==> config.mk <==
export PLATFORM = sky130hd
export DESIGN_NAME = block_scaling_scheduler
export DESIGN_NICKNAME = d
export VERILOG_FILES = /design/src/rtl/block_scaling_scheduler.sv
export SDC_FILE = /design/constraint.sdc
export NUM_CORES = 1
export LEC_CHECK = 0
export CELL_PAD_IN_SITES_DETAIL_PLACEMENT = 1
export CELL_PAD_IN_SITES_GLOBAL_PLACEMENT = 2
export CORE_MARGIN = 2
export CORE_UTILIZATION = 44
export CTS_CLUSTER_DIAMETER = 30
export CTS_CLUSTER_SIZE = 40
export DETAILED_ROUTE_END_ITERATION = 7
export PLACE_DENSITY_LB_ADDON = 0.1
export SYNTH_ARGS = -nofsm -noshare
export SYNTH_HDL_FRONTEND = slang
export SYNTH_SLANG_ARGS = --single-unit
==> constraint.sdc <==
create_clock -name clk -period 3.2 [get_ports clk]
set_input_delay 0.64 -clock clk [delete_from_list [all_inputs] [get_ports clk]]
set_output_delay 0.64 -clock clk [all_outputs]
set_load 0.005 [all_outputs]
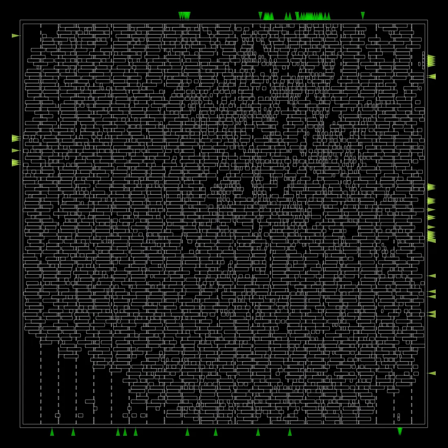
(images/final_placement.png)
core area: 98,300 um2
tap cells: 1,287
# fillers: 8,559
Seq/total area: 56.7%

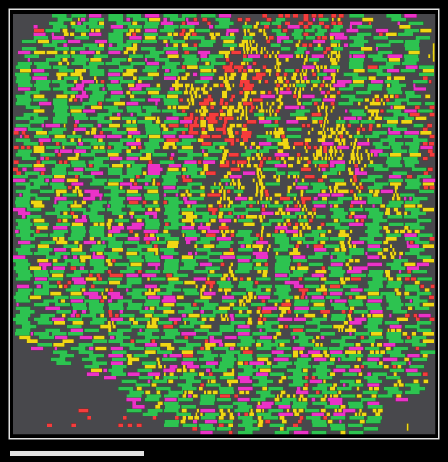
(images/cell_classes.png)
Bar = 100 um. Fill, decap, tap and diode cells in grey.
- yellow: all other logic (cells 1,116; share of their area 20%)
- magenta: clock drivers and dummy loads (cells 432; share of their area 15%)
- green: flip-flops (cells 1,101; share of their area 58%)
- red: other buffers and delay cells (cells 379; share of their area 7.0%)
cell row count: 115
utilization after layout: 58.1%

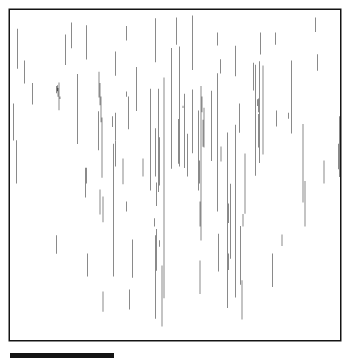
(images/met4.png)
Bar = 100 um.
- longest straight run: 213 um
- wire length on this layer: 4,480 um
- share of all routed wire: 3.0%
- main direction: vertical
final WL: 149 mm
Vias: 26.1k

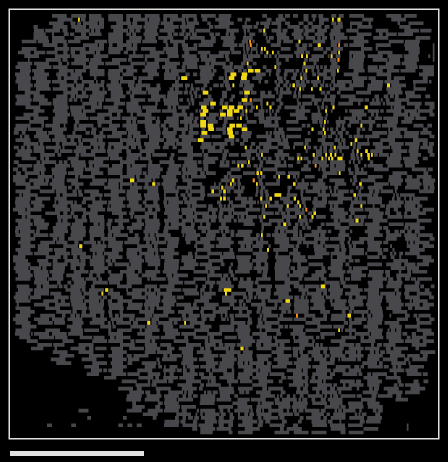
(images/gate_families.png)
Bar = 100 um.
- orange: inverters (cells 9)
- yellow: NOR gates (cells 145)
Finished Layout Cells: 4,315
dominant logic cell type in the layout: edfxtp_1
combinational share of cell area: 18.9%

==> flow_summary.json <==
{
  "ir_worst_vdd_uv": 659,
  "maxSlewHeadroom_pct": 25.7,
  "ff_type": "edfxtp_1",
  "combGateArea_um2": 10800,
  "nets": 2872,
  "worstMarginPinSlew_ns": 1.11,
  "edf_count": 1032,
  "cts_tree": "built",
  "post_route_cells_drive_above_1_share_pct": 31.8,
  "finalClockPeriodUsage_pct": 99.9,
  "hp-class": "in -> reg",
  "syn_inst": 2351,
  "post-place-ws_ns": -0.277,
  "dr.pass1.iters": 5,
  "fmax_mhz": 313,
  "leakage_nw": 18.8,
  "grt_overflow": 0,
  "critPathMaxFanout": 18,
  "status": "finished, final reports clean",
  "place_congestion": 0.879,
  "floorplan.core_util_pct": 44.3,
  "netlist.area_leader.share_pct": 71.2,
  "cp_slowest_stage_delay_ns": 0.52,
  "dp_hpwl_mm": 89.7,
  "postLayoutCellArea_um2": 57100,
  "tool_warnings": 36,
  "yosys_warnings": 0,
  "cp.required_ns": 3.85
}
[report_power, final]
part           internal (mW)  total, mW  switching, mW
clock network           16.9       25.3           8.32
registers               15.9       15.9         0.0487
logic                  0.477       1.26          0.783
total                   33.3       42.4           9.15
[cell families (layout without fill, tap and decap cells)]
kind of cell    after synthesis  in the layout  share of synthesized area, %
flops                      1101           1101                          74.3
other cells                   1              8                       0.00861
xor+xnor                     33             33                         0.664
buf+inv                     150            820                          1.87
mux                         388            388                          13.8
compound gates              340            340                          5.56
simple gates                327            327                          3.48
fa+ha+maj                    11             11                         0.316
[stage by stage]
step / power (mW) / TNS, ns / util (%) / std cells
2_1_floorplan: 16.7 / 0 / - / 2358
3_3_place_gp: 17.4 / -1.00 / 49.3 / 3873
3_5_place_dp: 17.4 / -1.28 / 49.3 / 3873
4_1_cts: 42.7 / -0.165 / 57.9 / 4305
5_1_grt: 43.5 / -0.125 / 58.1 / 4315
6_report: 42.4 / 0 / 58.1 / 4315
[worst reg2reg max path, delay by kind of cell, from the launching register on]
| family | cells | cell delay (ns) |
|---|---|---|
| flops | 1 | 0.45 |
| simple gates | 2 | 0.45 |
| buf+inv | 3 | 0.71 |
| mux | 1 | 0.52 |
| compound gates | 4 | 0.94 |
[layout by cell type, fill, tap and decap left out, drive strengths merged, types with 71 or more instances in the layout]
master | Yosys | routed
mux2i | 207 | 207
clkdlybuf4s50 | 0 | 71
nand2 | 80 | 80
mux4 | 167 | 167
clkinv | 1 | 84
edfxtp | 1032 | 1032
clkbuf | 57 | 254
nor2 | 112 | 112
buf | 84 | 307
a22oi | 76 | 76
[repair_timing]
action / 4_1_cts / 5_1_grt
resized: 9 / 33
pin swaps: 0 / 5
cloned: 0 / 1
buffers inserted: 0 / 9
setup endpoints to repair: 11 / 21
[final cells by class]
cell class / instances / area share (%)
clock inverters: 179 / 4.48
well taps: 1287 / 2.82
clock buffers: 253 / 10.2
multi-input cells: 1107 / 18.9
flip-flops and latches: 1101 / 56.7
inverters: 9 / 0.0592
repair buffers: 379 / 6.79
[layer usage]
layer  vias to the layer above  track usage [%]  share of wire (%)
met4                         4             9.61                3.0
met2                      1123             48.3                 49
met1                     14000             40.1                 42
li1                      10700                -                  -
met5                         -                0              0.015
met3                       253             5.18                6.6
Power and IR drop assume default switching activity.
